===== config.mk =====
export PLATFORM = sky130hd
export DESIGN_NAME = mem_access_stage
export DESIGN_NICKNAME = d
export VERILOG_FILES = /design/src/rtl/mem_access_stage_pkg.sv /design/src/rtl/mem_watchdog.sv /design/src/rtl/mem_access_stage.sv
export SDC_FILE = /design/constraint.sdc
export NUM_CORES = 1
export LEC_CHECK = 0
export CAP_MARGIN = 10
export CORE_MARGIN = 4
export CORE_UTILIZATION = 35
export DETAILED_ROUTE_END_ITERATION = 10
export GPL_TIMING_DRIVEN = 0
export MAX_ROUTING_LAYER = met4
export PLACE_DENSITY = 0.65
export SYNTH_ARGS = -nofsm -noshare
export SYNTH_HDL_FRONTEND = slang
export SYNTH_SLANG_ARGS = --single-unit

===== constraint.sdc =====
create_clock -name clk -period 2.8 [get_ports clk]
set_input_delay 0.28 -clock clk [delete_from_list [all_inputs] [get_ports clk]]
set_output_delay 0.28 -clock clk [all_outputs]
set_load 0.01 [all_outputs]

===== src/rtl/mem_access_stage_pkg.sv =====
// Shared opcode, read/write code and FSM/path encodings for mem_access_stage.
package mem_access_stage_pkg;

  localparam logic [4:0] OP_LDW  = 5'b00001;
  localparam logic [4:0] OP_STW  = 5'b00010;
  localparam logic [4:0] OP_MV   = 5'b00011;
  localparam logic [4:0] OP_PUSH = 5'b10011;
  localparam logic [4:0] OP_POP  = 5'b10100;

  localparam logic [1:0] CODE_NOTHING = 2'b00;
  localparam logic [1:0] CODE_MEMORY  = 2'b01;
  localparam logic [1:0] CODE_REGS    = 2'b10;

  typedef enum logic [1:0] {ST_IDLE, ST_MEM_REQ, ST_WB, ST_FIN} state_t;
  typedef enum logic [1:0] {PATH_NONE, PATH_MV, PATH_STORE, PATH_LOAD} path_t;

  // Memory write wins over everything; undefined code 11 falls through to no-op.
  function automatic path_t decode_path(input logic [1:0] read, input logic [1:0] write);
    if (write == CODE_MEMORY) return PATH_STORE;
    if (read == CODE_MEMORY && write == CODE_REGS) return PATH_LOAD;
    if (write == CODE_REGS) return PATH_MV;
    return PATH_NONE;
  endfunction

  function automatic logic is_stack_op(input logic [4:0] opcode);
    return (opcode == OP_PUSH) || (opcode == OP_POP);
  endfunction

endpackage


===== src/rtl/mem_watchdog.sv =====
// Counts consecutive cycles with run high; expire fires in the TIMEOUT_CYCLES-th one, no backpressure.
// Compiled only with MEM_TIMEOUT_EN, which is the sole build that instantiates it.
`ifdef MEM_TIMEOUT_EN
module mem_watchdog #(
  parameter int TIMEOUT_CYCLES = 16
) (
  input  logic clk,
  input  logic rst_n,
  input  logic run,
  output logic expire
);

  localparam int CW = $clog2(TIMEOUT_CYCLES) + 1;

  logic [CW-1:0] count;

  assign expire = run && (count == CW'(TIMEOUT_CYCLES - 1));

  always_ff @(posedge clk) begin
    if (!rst_n) begin
      count <= '0;
    end else if (run) begin
      count <= count + CW'(1);
    end else begin
      count <= '0;
    end
  end

endmodule
`endif


===== src/rtl/mem_access_stage.sv =====
// Data-memory stage: req/ack handshake for LDW/STW/PUSH/POP, register write-back, rsp update; one op in flight.
// MV done at N+3, stores done 1 cycle after ack, loads 2; busy stalls issue. MEM_TIMEOUT_EN adds an ack watchdog.
module mem_access_stage
  import mem_access_stage_pkg::*;
#(
  parameter int DATA_W         = 32,
  parameter int STACK_STEP     = 4,
  parameter int TIMEOUT_CYCLES = 16
) (
  input  logic              clk,
  input  logic              rst_n,
  input  logic              start,
  input  logic [4:0]        opcode,
  input  logic [1:0]        read,
  input  logic [1:0]        write,
  input  logic [DATA_W-1:0] addr_in,
  input  logic [DATA_W-1:0] wdata_in,
  input  logic [4:0]        rd_idx,
  output logic              busy,
  output logic              done,
  output logic              mem_req,
  output logic              mem_we,
  output logic [DATA_W-1:0] mem_addr,
  output logic [DATA_W-1:0] mem_wdata,
  input  logic [DATA_W-1:0] mem_rdata,
  input  logic              mem_ack,
  output logic              rf_we,
  output logic [4:0]        rf_waddr,
  output logic [DATA_W-1:0] rf_wdata,
  output logic              rsp_we,
  output logic [DATA_W-1:0] rsp_next,
  output logic              err
);

  localparam logic [DATA_W-1:0] STEP = DATA_W'(STACK_STEP);

  state_t            state;
  path_t             path;
  logic              stack_op;
  logic              timeout;
  logic [DATA_W-1:0] eff_addr;
  logic [DATA_W-1:0] rsp_calc;

  assign path = decode_path(read, write);

  always_comb begin
    eff_addr = addr_in;
    rsp_calc = addr_in;
    if (opcode == OP_POP) begin
      eff_addr = addr_in + STEP;
      rsp_calc = addr_in + STEP;
    end else if (opcode == OP_PUSH) begin
      rsp_calc = addr_in - STEP;
    end
  end

  always_ff @(posedge clk) begin
    if (!rst_n) begin
      state     <= ST_IDLE;
      busy      <= 1'b0;
      done      <= 1'b0;
      mem_req   <= 1'b0;
      mem_we    <= 1'b0;
      mem_addr  <= '0;
      mem_wdata <= '0;
      rf_we     <= 1'b0;
      rf_waddr  <= '0;
      rf_wdata  <= '0;
      rsp_we    <= 1'b0;
      rsp_next  <= '0;
      stack_op  <= 1'b0;
    end else begin
      done   <= 1'b0;
      rf_we  <= 1'b0;
      rsp_we <= 1'b0;
      case (state)
        ST_IDLE: if (start) begin
          busy      <= 1'b1;
          mem_addr  <= eff_addr;
          mem_wdata <= wdata_in;
          rf_waddr  <= rd_idx;
          stack_op  <= is_stack_op(opcode) && (path == PATH_STORE || path == PATH_LOAD);
          if (is_stack_op(opcode) && (path == PATH_STORE || path == PATH_LOAD)) begin
            rsp_next <= rsp_calc;
          end
          case (path)
            PATH_STORE: begin
              mem_req <= 1'b1;
              mem_we  <= 1'b1;
              state   <= ST_MEM_REQ;
            end
            PATH_LOAD: begin
              mem_req <= 1'b1;
              mem_we  <= 1'b0;
              state   <= ST_MEM_REQ;
            end
            PATH_MV: state <= ST_WB;
            default: begin
              done  <= 1'b1;
              state <= ST_FIN;
            end
          endcase
        end
        ST_MEM_REQ: begin
          if (mem_ack) begin
            mem_req <= 1'b0;
            if (mem_we) begin
              done   <= 1'b1;
              rsp_we <= stack_op;
              state  <= ST_FIN;
            end else begin
              rf_we    <= 1'b1;
              rf_wdata <= mem_rdata;
              state    <= ST_WB;
            end
          end else if (timeout) begin
            mem_req <= 1'b0;
            done    <= 1'b1;
            state   <= ST_FIN;
          end
        end
        // Loads arrive with rf_we already up; MV spends its first WB cycle staging the data.
        ST_WB: begin
          if (rf_we) begin
            done   <= 1'b1;
            rsp_we <= stack_op;
            state  <= ST_FIN;
          end else begin
            rf_we    <= 1'b1;
            rf_wdata <= mem_wdata;
          end
        end
        ST_FIN: begin
          busy  <= 1'b0;
          state <= ST_IDLE;
        end
        default: state <= ST_IDLE;
      endcase
    end
  end

`ifdef MEM_TIMEOUT_EN
  mem_watchdog #(
    .TIMEOUT_CYCLES(TIMEOUT_CYCLES)
  ) u_watchdog (
    .clk   (clk),
    .rst_n (rst_n),
    .run   (state == ST_MEM_REQ),
    .expire(timeout)
  );

  always_ff @(posedge clk) begin
    if (!rst_n) begin
      err <= 1'b0;
    end else if (state == ST_MEM_REQ && !mem_ack && timeout) begin
      err <= 1'b1;
    end
  end
`else
  localparam int unused_timeout_cycles = TIMEOUT_CYCLES;
  assign timeout = 1'b0;
  assign err     = 1'b0;
`endif

endmodule

Fig. 1: run 1, wire density map
Bar = 50 µm. The die is cut into 30 by 30 equal tiles; dark purple is low, yellow is high, scaled to the fullest tile. Values are wire area over tile area, all layers added.
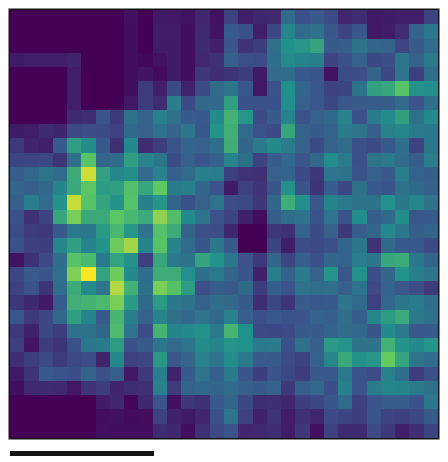
The mean over all tiles is 0.20. The densest ninth of the die: left middle. 8.7% of the tiles are nearly empty.
total number of vias: 7,235
All-Layer GR Usage: 24.5%
post-DR wirelength/cell: 19.4 µm

Fig. 2: run 1, sequential cells colored by netlist name
Other sequential cells in the stronger gray, the rest of the logic in the fainter gray.
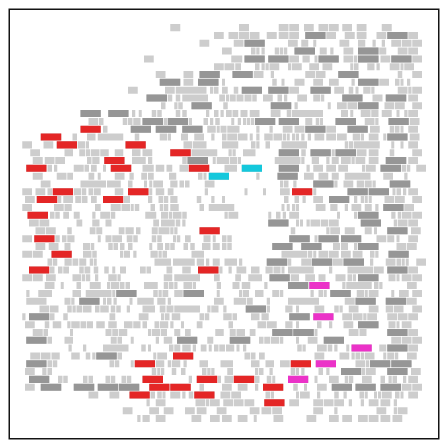
Key: state = cyan [flops 2]; rsp_next = red [flops 32]; rf_waddr = magenta [flops 5, where bottom right]
Another 103 sequential cells are not colored.

==> qor.csv, run 1 <==
metric,value,unit
status,"complete, no violations",
met3_usage,6.59,%
logic_gate_count,623,
r2r_setup_slack,0.31,ns
clk_path_buf_depth,2,
die_h,149,µm
yosys-top-cells-area,"dfxtp_1 41%, nand2_1 7.0%, a21oi_1 6.7%",
required,3.09,ns
clk_pin_slew_worst_paths,0.06,ns
placed_cells,1358,
inverters,17,
worst_slack,0.194,ns
yosys_cells,854,
fp.dieW,149,µm
rr_startpoint,state[0],
fin_util,52.9,%
syn_inst,854,
critPathKind,in2reg,
max-vdd-ir-drop,435,µV
fmax,384,MHz
antenna_found_initial,2,
busiest_layer,met2,
grt_max_degree,17,
hp-start,addr_in[27],
power_density,794,mW/mm²
antennaDiodeCount,3,
ff2ff_path_depth,8,
met1_length,11300,µm
synth_cell_types,66,
met2_usage,41.1,%
nClkBuffers,18,
tritoncts,done,
top_power_group,combinational cells,
grt_pass1_vias,7036,
initial_core_util,35.6,%
cp-start-kind,primary input,
hold_end,rsp_next[27],
io_pins,254,
syn_area,0.00695,mm²
p_sw,2.88,mW
p_seq,2.72,mW
final_cell_mix,"239 x clkdlybuf4s50_1, 142 x dfxtp_1, 129 x nand2_1, 91 x a21oi_1, 70 x nor2_1",
routed.top_layer,met4,
relSlewSlack,47.0,%
drt_first_pass_iters,4,
warnings,30,
core_area,0.0195,mm²
avgViaCountPerCell,5.19,
drv_slew,0,
dpl.hpwl,20900,µm
synthArstFlopShare,0,%
hold_viol_final,0,
placed_area,0.00968,mm²
pwr-share-seq,33.2,%
synth_area_per_cell,8.14,µm²
postRouteAntennaNets,0,
synth_nets,974,
hp-class,in2reg,
crit_slowest_cell,nor4_1,
worstPathArrival,2.90,ns
ys_chip_area,0.00695,mm²
buf_share,26.9,%
logic_area,0.00369,mm²
area_growth,48.5,%
drive_gt1_share,6.49,%
crit_path_end,rsp_next[25],
ys_ff,142,
regArea,0.00284,mm²
cts_made_buffers,17,
rows,51,
power_leakage,3.62,nW
first_iter_violations,425,
hold_buffers,0,
r2r_end,mem_addr[9],
grt-ovfl-total,0,
ys.flop_type,dfxtp_1,
fin_crit,2.61,ns
p_comb,3.09,mW
edf_count,0,
nNetsFinal,1232,
worst-slew-pin-transition,0.795,ns
fin_skew,0.0103,ns
mostFrequentLayoutCell,clkdlybuf4s50_1,
fillers,1912,
setup_violations,0,
gp_congestion,0.913,
clock_latency,0.43,ns
fin_cells,1393,
top_area_share,40.9,%
worst-path-max-fanout,9,
hold_ws,0.140,ns
pre_cts_slack,-0.554,ns
cap_violations,0,
worstSetupPathDepth,8,
cts_root_buffer,clkbuf_16,
hold_depth,3,
post_cts_buffers,0,
die_area,0.0222,mm²
drc,0,
endpoint_kind,flop,
netlist_top_cells_count,"142 x dfxtp_1, 130 x nand2_1, 93 x a21oi_1, 70 x nor2_1, 52 x clkbuf_1",
max_stage_delay,0.63,ns
yosys_warnings,0,
power,8.19,mW
Fig. 3: run 1, cell outlines without signal wires
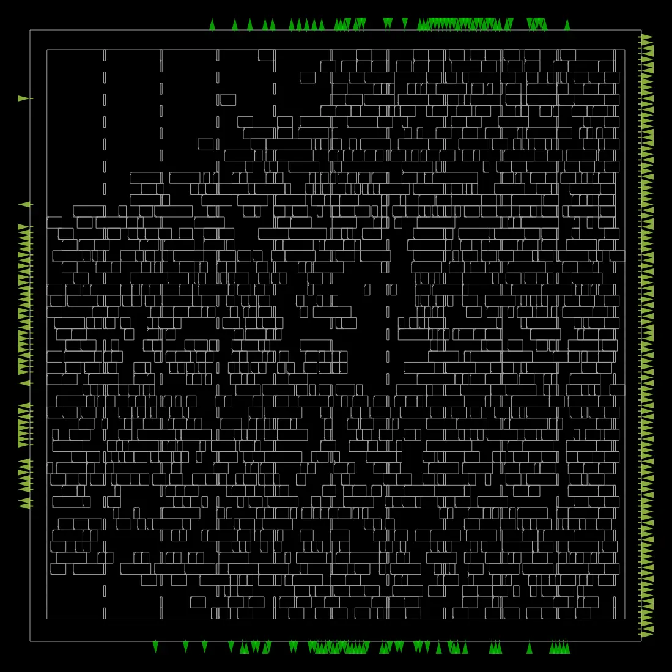
seq_cells: 142
flop share of the area: 27.5%

Fig. 4: run 1, M4 wires
Bar = 50 µm. Supply wires on this layer in gray.
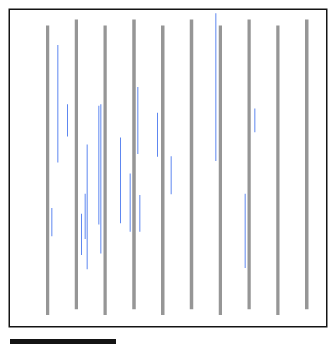
The wires run mostly vertical. The longest straight run is 70.0 µm. 12 nets have wire on it.
Post-Route WL: 27,000 µm

-- run 1: logic make-up (layout without fill, tap and decap cells) --
group	Yosys count	count (layout)	share of synthesized area, %
flops	142	142	40.9
buf+inv	89	360	6.41
simple gates	341	341	24.1
xor+xnor	33	33	4.16
fa+ha+maj	6	6	1.08
mux	39	39	5.62
other cells	1	4	0.0539
compound gates	203	203	17.7
-- run 1: sequential cells by signal (all words and copies together) (netlist names) --
name and flops:
done 1, rf_waddr 5, rsp_we 1, rsp_next 32, rf_wdata 32, state 2, busy 1, stack_op 1
mem_addr 32, rf_we 1, mem_req 1, mem_we 1, mem_wdata 32
-- run 1: what timing repair did --
action	in CTS	in global routing
setup endpoints to repair	10	38
endpoints found under the hold margin	0	0
resized	2	8
==> inputs of run 2 (changes only) <==
- CORE_MARGIN: 4 -> not set
- SKIP_LAST_GASP: not set -> 1
Fig. 5: run 2, clock network drawn from the DEF
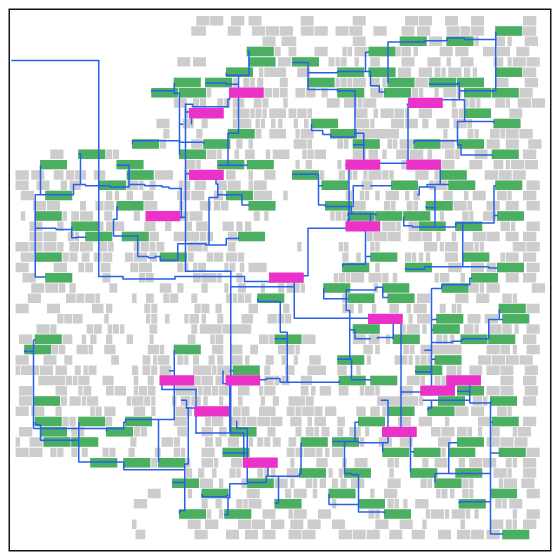
Key: clock wires = blue [length 1,950 µm]; clock-net drivers = magenta [count 17]; flip-flops = green [count 142]
Position of the flops: all over the die.
Power Clock: 2.38 mW
Worst Skew: 0.0112 ns
clock network power share: 29.1%
Latency at later pin: 0.43 ns

Fig. 6: run 2, wire density map
Bar = 50 µm. The die is cut into 29 by 29 equal tiles; dark purple is low, yellow is high, scaled to the fullest tile. Values are wire area over tile area, all layers added.
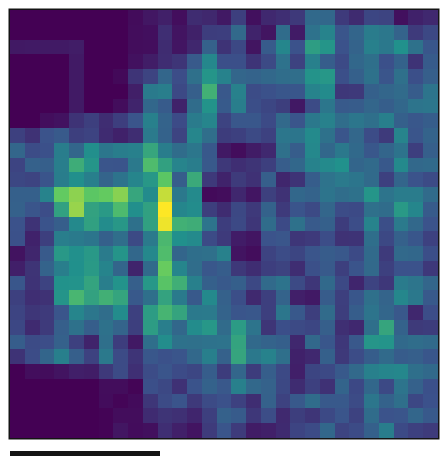
8.2% of the tiles are over half the peak. The mean over all tiles is 0.21. The densest ninth of the die: left middle. The fullest tile reaches 0.78. 9.0% of the tiles are nearly empty. The emptiest ninth of the die: top left.

==> qor.csv, run 2 <==
metric,value,unit,change
crit_slowest_cell,clkdlybuf4s50_1,,
power_density,794,mW/mm²,about the same
dpl.hpwl,20100,µm,-3.8%
status,"complete, no violations",,
placed_cells,1358,,unchanged
hold_viol_final,0,,unchanged
p_seq,2.73,mW,about the same
relSlewSlack,45.5,%,-1.5 points
ys_chip_area,0.00695,mm²,unchanged
grt-ovfl-total,0,,unchanged
required,3.10,ns,about the same
synth_nets,974,,unchanged
clk_path_buf_depth,2,,unchanged
rr_startpoint,state[0],,
synth_cell_types,66,,unchanged
fillers,1889,,-1.2%
hp-start,addr_in[27],,
fa_ha_area_share,1.08,%,unchanged
hp-class,in2reg,,
grt_max_degree,17,,unchanged
wire_per_inst,18.9,µm,-2.6%
post_cts_buffers,0,,unchanged
drt_first_pass_iters,5,,+1
final_cell_mix,"239 x clkdlybuf4s50_1, 142 x dfxtp_1, 130 x nand2_1, 91 x a21oi_1, 70 x nor2_1",,
synthArstFlopShare,0,%,unchanged
grt_pass1_vias,7004,,-0.45%
worst-path-max-fanout,8,,-1
hold_ws,0.127,ns,-0.0131 ns
die_area,0.0204,mm²,-7.9%
fmax,381,MHz,-0.65%
setup_violations,0,,unchanged
fin_util,53.0,%,+0.13 points
io_pins,254,,unchanged
mux_share,5.62,%,unchanged
mostFrequentLayoutCell,clkdlybuf4s50_1,,
max_stage_delay,0.62,ns,about the same
wirelength,26300,µm,-2.5%
cts_made_buffers,17,,unchanged
top_power_group,combinational cells,,
cts_resized,1,,-1
nNetsFinal,1232,,unchanged
worstPathArrival,2.92,ns,+0.02 ns
clk_pin_slew_worst_paths,0.07,ns,about the same
met2_usage,43.8,%,+2.7 points
first_iter_violations,427,,+0.47%
hold_buffers,0,,unchanged
die_h,143,µm,-4.0%
netlist_top_cells_count,"142 x dfxtp_1, 130 x nand2_1, 93 x a21oi_1, 70 x nor2_1, 52 x clkbuf_1",,
yosys-top-cells-area,"dfxtp_1 41%, nand2_1 7.0%, a21oi_1 6.7%",,
rows,51,,unchanged
pre_cts_slack,-0.482,ns,+0.0724 ns
placed_area,0.00968,mm²,unchanged
fin_crit,2.62,ns,+0.0172 ns
core_area,0.0195,mm²,-0.33%
pwr-share-seq,33.4,%,+0.2 points
r2r_setup_slack,0.27,ns,-0.04 ns
hold_depth,3,,unchanged
drive_gt1_share,6.31,%,-0.18 points
busiest_layer,met2,,
syn_area,0.00695,mm²,unchanged
logic_area,0.00368,mm²,-0.24%
yosys_cells,854,,unchanged
met3_usage,6.10,%,-0.49 points
avgViaCountPerCell,5.26,,+1.3%
ff2ff_path_depth,9,,+1
drv_slew,0,,unchanged
endpoint_kind,flop,,
ys.flop_type,dfxtp_1,,
cap_violations,0,,unchanged
hold_end,rsp_next[27],,
regArea,0.00284,mm²,unchanged
fin_cells,1394,,+0.072%
power_leakage,3.61,nW,-0.11%
crit_path_end,rsp_next[30],,
antenna_found_initial,2,,unchanged
gp_congestion,0.906,,-0.74%
tritoncts,done,,
warnings,30,,unchanged
ys_ff,142,,unchanged
top_area_share,40.9,%,unchanged
yosys_warnings,0,,unchanged
synth_area_per_cell,8.14,µm²,unchanged
p_comb,3.07,mW,about the same
max-vdd-ir-drop,441,µV,+1.2%
area_growth,48.4,%,about the same
syn_inst,854,,unchanged
grtUsageTotal,26.5,%,+2.0 points
critPathKind,in2reg,,
logic_family,simple AND/OR/NAND/NOR gates,,
==> run 2: cell types whose count changed in the layout (fill, tap and decap cells not counted), sizes merged <==
| cell | delta |
|---|---|
| clkinv | -2 |
| clkinvlp | +1 |
| diode | +1 |
| inv | +1 |
==> run 2: layout make-up <==
class                   count  share of cell area [%]
flip-flops and latches    142                    27.6
inverters                  17                   0.619
clock inverters            14                    1.75
well taps                 265                    3.21
repair buffers            239                    23.2
diodes                      4                  0.0971
clock buffers              18                    4.16
multi-input cells         623                    35.7
plain buffers              72                    3.74
==> run 2: critical path, delay by kind of cell <==
kind            cells  cell delay, ns
compound gates      2            0.34
simple gates        4            1.68
buf+inv             1            0.62
==> run 2: layer usage <==
metal	wire length (µm)	vias to the layer above
li1	-	3552
met3	1910	53
met2	12800	281
met4	777	0
met1	10900	3451
met5	0	-
Power is estimated from default activity; no workload was simulated.
